<file path="config.mk">
export PLATFORM = sky130hd
export DESIGN_NAME = fetch_unit
export DESIGN_NICKNAME = d
export VERILOG_FILES = /design/src/rtl/fetch_unit.sv
export SDC_FILE = /design/constraint.sdc
export NUM_CORES = 1
export LEC_CHECK = 0
export CAP_MARGIN = 20
export CORE_MARGIN = 8
export CORE_UTILIZATION = 56
export DETAILED_ROUTE_END_ITERATION = 12
export PLACE_DENSITY = 0.85
export SKIP_LAST_GASP = 1
export SYNTH_ARGS = -nofsm -noshare
export SYNTH_HDL_FRONTEND = slang
export SYNTH_SLANG_ARGS = --single-unit
</file>
<file path="constraint.sdc">
create_clock -name clk -period 3.75 [get_ports clk]
set_input_delay 0.5625 -clock clk [delete_from_list [all_inputs] [get_ports clk]]
set_output_delay 0.5625 -clock clk [all_outputs]
set_load 0.01 [all_outputs]
</file>
<file path="src/rtl/fetch_unit.sv">
// Instruction-fetch front end: PC generation, in-order request/response handshake with
// instruction memory, DEPTH-entry prefetch queue and the Fetch/Decode pipeline register.
module fetch_unit #(
  parameter int                     ADDR_WIDTH  = 32,
  parameter int                     INSTR_WIDTH = 32,
  parameter int                     DEPTH       = 4,
  parameter int                     OFFSET      = 4,
  parameter logic [ADDR_WIDTH-1:0]  RESET_PC    = '0,
  parameter logic [INSTR_WIDTH-1:0] NOP         = 32'h00000013
) (
  input  logic                   clk,
  input  logic                   rst,
  output logic                   imem_req_valid,
  input  logic                   imem_req_ready,
  output logic [ADDR_WIDTH-1:0]  imem_addr,
  input  logic                   imem_rsp_valid,
  input  logic [INSTR_WIDTH-1:0] imem_rdata,
  input  logic                   redirect,
  input  logic [ADDR_WIDTH-1:0]  redirect_pc,
  input  logic                   stall,
  output logic [INSTR_WIDTH-1:0] InstrD,
  output logic [ADDR_WIDTH-1:0]  PCd,
  output logic [ADDR_WIDTH-1:0]  PCPlus4D,
  output logic                   validD
);

  localparam int PTR_W = $clog2(DEPTH);
  localparam int CNT_W = PTR_W + 1;
  localparam logic [CNT_W-1:0]      DEPTH_C = CNT_W'(DEPTH);
  localparam logic [ADDR_WIDTH-1:0] STEP    = ADDR_WIDTH'(OFFSET);
  localparam logic [PTR_W-1:0]      PTR_ONE = PTR_W'(1);
  localparam logic [CNT_W-1:0]      CNT_ONE = CNT_W'(1);

  logic [ADDR_WIDTH-1:0]  fetchPc;
  logic [PTR_W-1:0]       headPtr;
  logic [PTR_W-1:0]       tailPtr;
  logic [PTR_W-1:0]       fillPtr;
  logic [CNT_W-1:0]       allocCount;
  logic [CNT_W-1:0]       outstanding;
  logic [CNT_W-1:0]       dropCount;

  logic [ADDR_WIDTH-1:0]  qPc    [DEPTH];
  logic [INSTR_WIDTH-1:0] qInstr [DEPTH];
  logic [DEPTH-1:0]       qFilled;

  logic accept;
  logic headFilled;
  logic pop;
  logic dropRsp;
  logic fillRsp;

  // Issue decisions use only registered counts, so a same-cycle pop never frees a slot early.
  assign imem_req_valid = !redirect && (allocCount < DEPTH_C) && (outstanding < DEPTH_C);
  assign imem_addr      = fetchPc;
  assign accept         = imem_req_valid && imem_req_ready;
  assign headFilled     = (allocCount != '0) && qFilled[headPtr];
  assign pop            = !redirect && !stall && headFilled;
  assign dropRsp        = imem_rsp_valid && (redirect || (dropCount != '0));
  assign fillRsp        = imem_rsp_valid && !dropRsp;

  always_ff @(posedge clk or negedge rst) begin
    if (!rst) begin
      fetchPc     <= RESET_PC;
      headPtr     <= '0;
      tailPtr     <= '0;
      fillPtr     <= '0;
      allocCount  <= '0;
      outstanding <= '0;
      dropCount   <= '0;
    end else if (redirect) begin
      // Everything still in flight belongs to the abandoned path and must be discarded.
      fetchPc     <= redirect_pc;
      headPtr     <= '0;
      tailPtr     <= '0;
      fillPtr     <= '0;
      allocCount  <= '0;
      dropCount   <= outstanding - CNT_W'(imem_rsp_valid);
      outstanding <= outstanding - CNT_W'(imem_rsp_valid);
    end else begin
      if (accept) begin
        fetchPc <= fetchPc + STEP;
        tailPtr <= tailPtr + PTR_ONE;
      end
      if (pop) begin
        headPtr <= headPtr + PTR_ONE;
      end
      if (fillRsp) begin
        fillPtr <= fillPtr + PTR_ONE;
      end
      if (dropRsp) begin
        dropCount <= dropCount - CNT_ONE;
      end
      if (accept && !pop) begin
        allocCount <= allocCount + CNT_ONE;
      end else if (!accept && pop) begin
        allocCount <= allocCount - CNT_ONE;
      end
      if (accept && !imem_rsp_valid) begin
        outstanding <= outstanding + CNT_ONE;
      end else if (!accept && imem_rsp_valid) begin
        outstanding <= outstanding - CNT_ONE;
      end
    end
  end

  // Stale filled bits after a redirect are harmless: allocation clears the bit of its entry.
  always_ff @(posedge clk or negedge rst) begin
    if (!rst) begin
      qFilled <= '0;
    end else begin
      if (accept) begin
        qFilled[tailPtr] <= 1'b0;
      end
      if (fillRsp) begin
        qFilled[fillPtr] <= 1'b1;
      end
    end
  end

  always_ff @(posedge clk) begin
    if (accept) begin
      qPc[tailPtr] <= fetchPc;
    end
    if (fillRsp) begin
      qInstr[fillPtr] <= imem_rdata;
    end
  end

  always_ff @(posedge clk or negedge rst) begin
    if (!rst) begin
      InstrD   <= NOP;
      PCd      <= '0;
      PCPlus4D <= '0;
      validD   <= 1'b0;
    end else if (redirect) begin
      InstrD <= NOP;
      validD <= 1'b0;
    end else if (stall) begin
      InstrD <= InstrD;
    end else if (headFilled) begin
      InstrD   <= qInstr[headPtr];
      PCd      <= qPc[headPtr];
      PCPlus4D <= qPc[headPtr] + STEP;
      validD   <= 1'b1;
    end else begin
      InstrD <= NOP;
      validD <= 1'b0;
    end
  end

endmodule

</file>
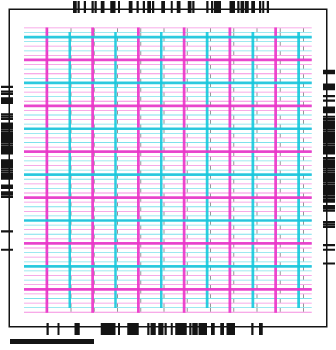
*Floorplan with the power grid*
The bar under the picture is 50 µm long. Pins as bars on the die edge. Tap cells in gray.
VDD: in cyan. VSS: in magenta.
The core has 62 rows. 12 straps on met4. 12 straps on met5. 200 signal pins sit on the boundary.
core area: 28,800 µm²
die span in y: 187 µm
die width: 187 µm

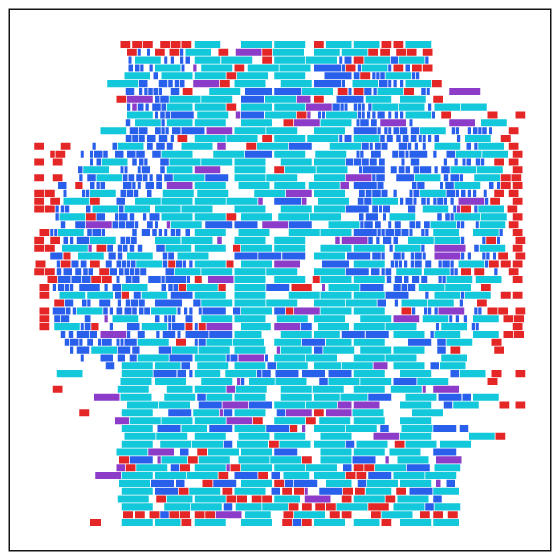
*Cells colored by class*
remaining buffers and delay cells: in red, cells 216. remaining logic cells: in blue, cells 624. clock drivers and dummy loads: in purple, cells 72. registers: in cyan, cells 402.
post-route core utilization: 69.5%
design area: 20,000 µm²
row cnt: 62
flop share of the area: 56.7%

==> deck_impl_summary.md <==
Key Metrics from the Run

Critical path
  • Worst Path Required: 4.20 ns
  • Crit path DAT: 3.39 ns
  • Crit-path max FO: 31
  • Setup Crit Path Kind: flop to flop
  • R2R cell count: 5
  • Critical R2R Capture: PCPlus4D[31]$_DFFE_PN0P_
  • CP startpoint kind: flop
  • R2r setup slk: 0.80 ns
  • Cell family with most CP delay: simple AND/OR/NAND/NOR gates
  • Slowest cell on the critical path: dfrtp_4

Pwr
  • Comb power frac: 19.0%
  • Flop pwr share: 48.6%
  • Worst vdd ir: 0.331 mV
  • P_leak: 0.00729 µW
  • Total power: 11,600 µW
  • Power Density: 581 nW/µm²
  • Top Consumer: registers
  • P_int: 8510 µW
  • Net Sw Frac: 26.8%
  • Seq group: 5650 µW
  • Clock power frac: 32.4%

Routing
  • DR iter-0 viols: 1,083
  • Pre-antenna DRT Iters: 7
  • Avg WL per Cell: 23.4 µm
  • Final ANT Viol Nets: 0
  • WL met1: 15.6 mm
  • Vias post-DR: 10,300

Place
  • Routability Congestion: 0.836
  • Placed cell count: 1,626
  • Placed Area: 18,800 µm²
  • I/O Buffers: 199

Floorplanning
  • I/O pin cnt: 200
  • Initial Util: 57.2%

Global route
  • Initial antenna violation count: 0
  • Largest net degree at the start of global routing: 85
  • GRT Resource Usage Total: 22.5%
  • Vias in the first global route: 10,500
  • Total gr overflow: 0
  • M1 GR Usage: 29.7%

Synth
  • Synth area leader: edfxtp_1
  • Post-synth top area share: 46.7%
  • Cells after synthesis: 1,089
  • YS chip area: 16,400 µm²
  • Synthesized flop and latch total: 402
  • Top_reg_cell synth: edfxtp_1
  • Post-synthesis cell type count: 58
  • Basic Gates by Area: 10.1%
  • Adders+Majority by Area: 1.31%
  • Top cells, area: edfxtp_1 (47%), dfrtp_1 (22%), mux4_2 (7.5%)
  • Synth Seq Share: 69.0%
  • Mapped Nets: 1,175
  • Compound Share, Synth: 5.35%
  • Ys Warns: 0
  • Ys cells: 1,089
  • Synth mux share: 9.52%
  • Fraction of registers with async set/reset: 36.3%

Timing
  • PnR worst setup slack: 0.802 ns
  • Worst slew margin: 36.8%
  • Final period util: 78.6%
  • Post-layout minimum cycle time: 2.95 ns
  • Slew @ Worst Pin: 0.948 ns
  • Fin. Hold Viols: 0
  • Final setup fails: 0

CTS
  • # clock sinks: 402
  • Setup bufs post-CTS: 0
  • H-tree depth: 2
  • Max clock buf depth: 3
  • # resized after CTS: 0
  • Worst-path clk slew: 0.06 ns
  • Hold Buf Count CTS: 0

Outcome
  • Status: finished clean

Cells and area
  • Most frequent cells in the layout: edfxtp_1 (256), clkdlybuf4s50_1 (197), nand2_1 (177)
  • Nets: 1,369
  • MI comb area: 4730 µm²
  • Commonest Layout Cell: edfxtp_1
  • Syn-to-layout area delta: 21.6%
  • Final Non-Filler Cells: 1,698

Job
  • Max-Cap Viols: 0
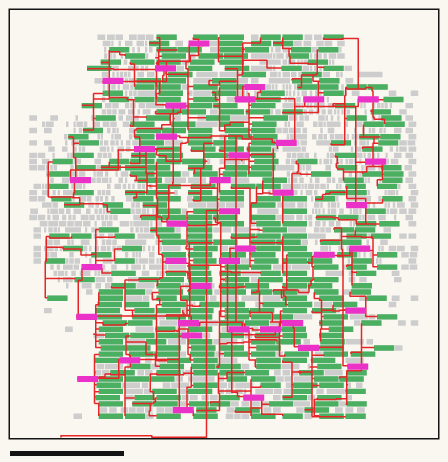
*Clock wires, drivers and flops*
The bar under the picture is 50 µm long.
clock wires: in red, length 4,270 µm. clock-net drivers: in magenta, count 39. flip-flops: in green, count 402.
There are 40 routed clock nets.
clk_lat worst skew: 0.53 ns
Final Skew: 0.0127 ns

[area by class of cell]
cell class	instances	area share [%]
well taps	384	2.40
multi-input cells	602	23.6
flip-flops and latches	402	56.7
inverters	22	0.413
clock buffers	56	5.40
clock inverters	16	0.707
repair buffers	216	10.7
[synth_stat cells, drive strengths merged, types with 9 or more instances]
master,n
edfxtp,256
nand2,177
dfrtp,143
mux4,65
o21ai,50
clkbuf,33
nor2,32
buf,30
a22o,29
nand3,25
xnor2,25
inv,22
nand4,20
nor3,17
xor2,16
ha,14
and4,13
and2,12
and3,10
a21oi,9
a31oi,9
o211ai,9
or4,9
[worst max path at each step]
| stage | startpoint | endpoint | slack, ns | cells after the start |
|---|---|---|---|---|
| after global placement | stall | PCPlus4D[23]$_DFFE_PN0P_ | 0.90 | 7 |
| final | headPtr[0]$_DFFE_PN0P_ | PCPlus4D[31]$_DFFE_PN0P_ | 0.80 | 5 |
| after global routing | headPtr[0]$_DFFE_PN0P_ | PCPlus4D[31]$_DFFE_PN0P_ | 0.61 | 5 |
| after CTS | headPtr[0]$_DFFE_PN0P_ | PCPlus4D[31]$_DFFE_PN0P_ | 0.82 | 5 |
| after detailed placement | stall | PCPlus4D[23]$_DFFE_PN0P_ | 0.81 | 7 |
| after floorplan | headPtr[0]$_DFFE_PN0P_ | allocCount[1]$_DFFE_PN0P_ | 0.88 | 12 |
[worst reg2reg max path, delay by kind of cell, from the launching register on]
family / cells / cell delay (ns)
flip-flops: 1 / 0.81
AND/OR/NAND/NOR: 3 / 1.42
multiplexers: 1 / 0.47
AND-OR/OR-AND: 1 / 0.17
[state kept, by name, indices dropped and copies added (netlist names), 3 cells and up]
register and flops:
qPc 128, allocCount 3, PCPlus4D 30, qInstr 128, dropCount 3, PCd 32
qFilled 4, outstanding 3, imem_addr 32, InstrD 32
Power figures rest on the tool's default switching activity, not on a simulated workload.
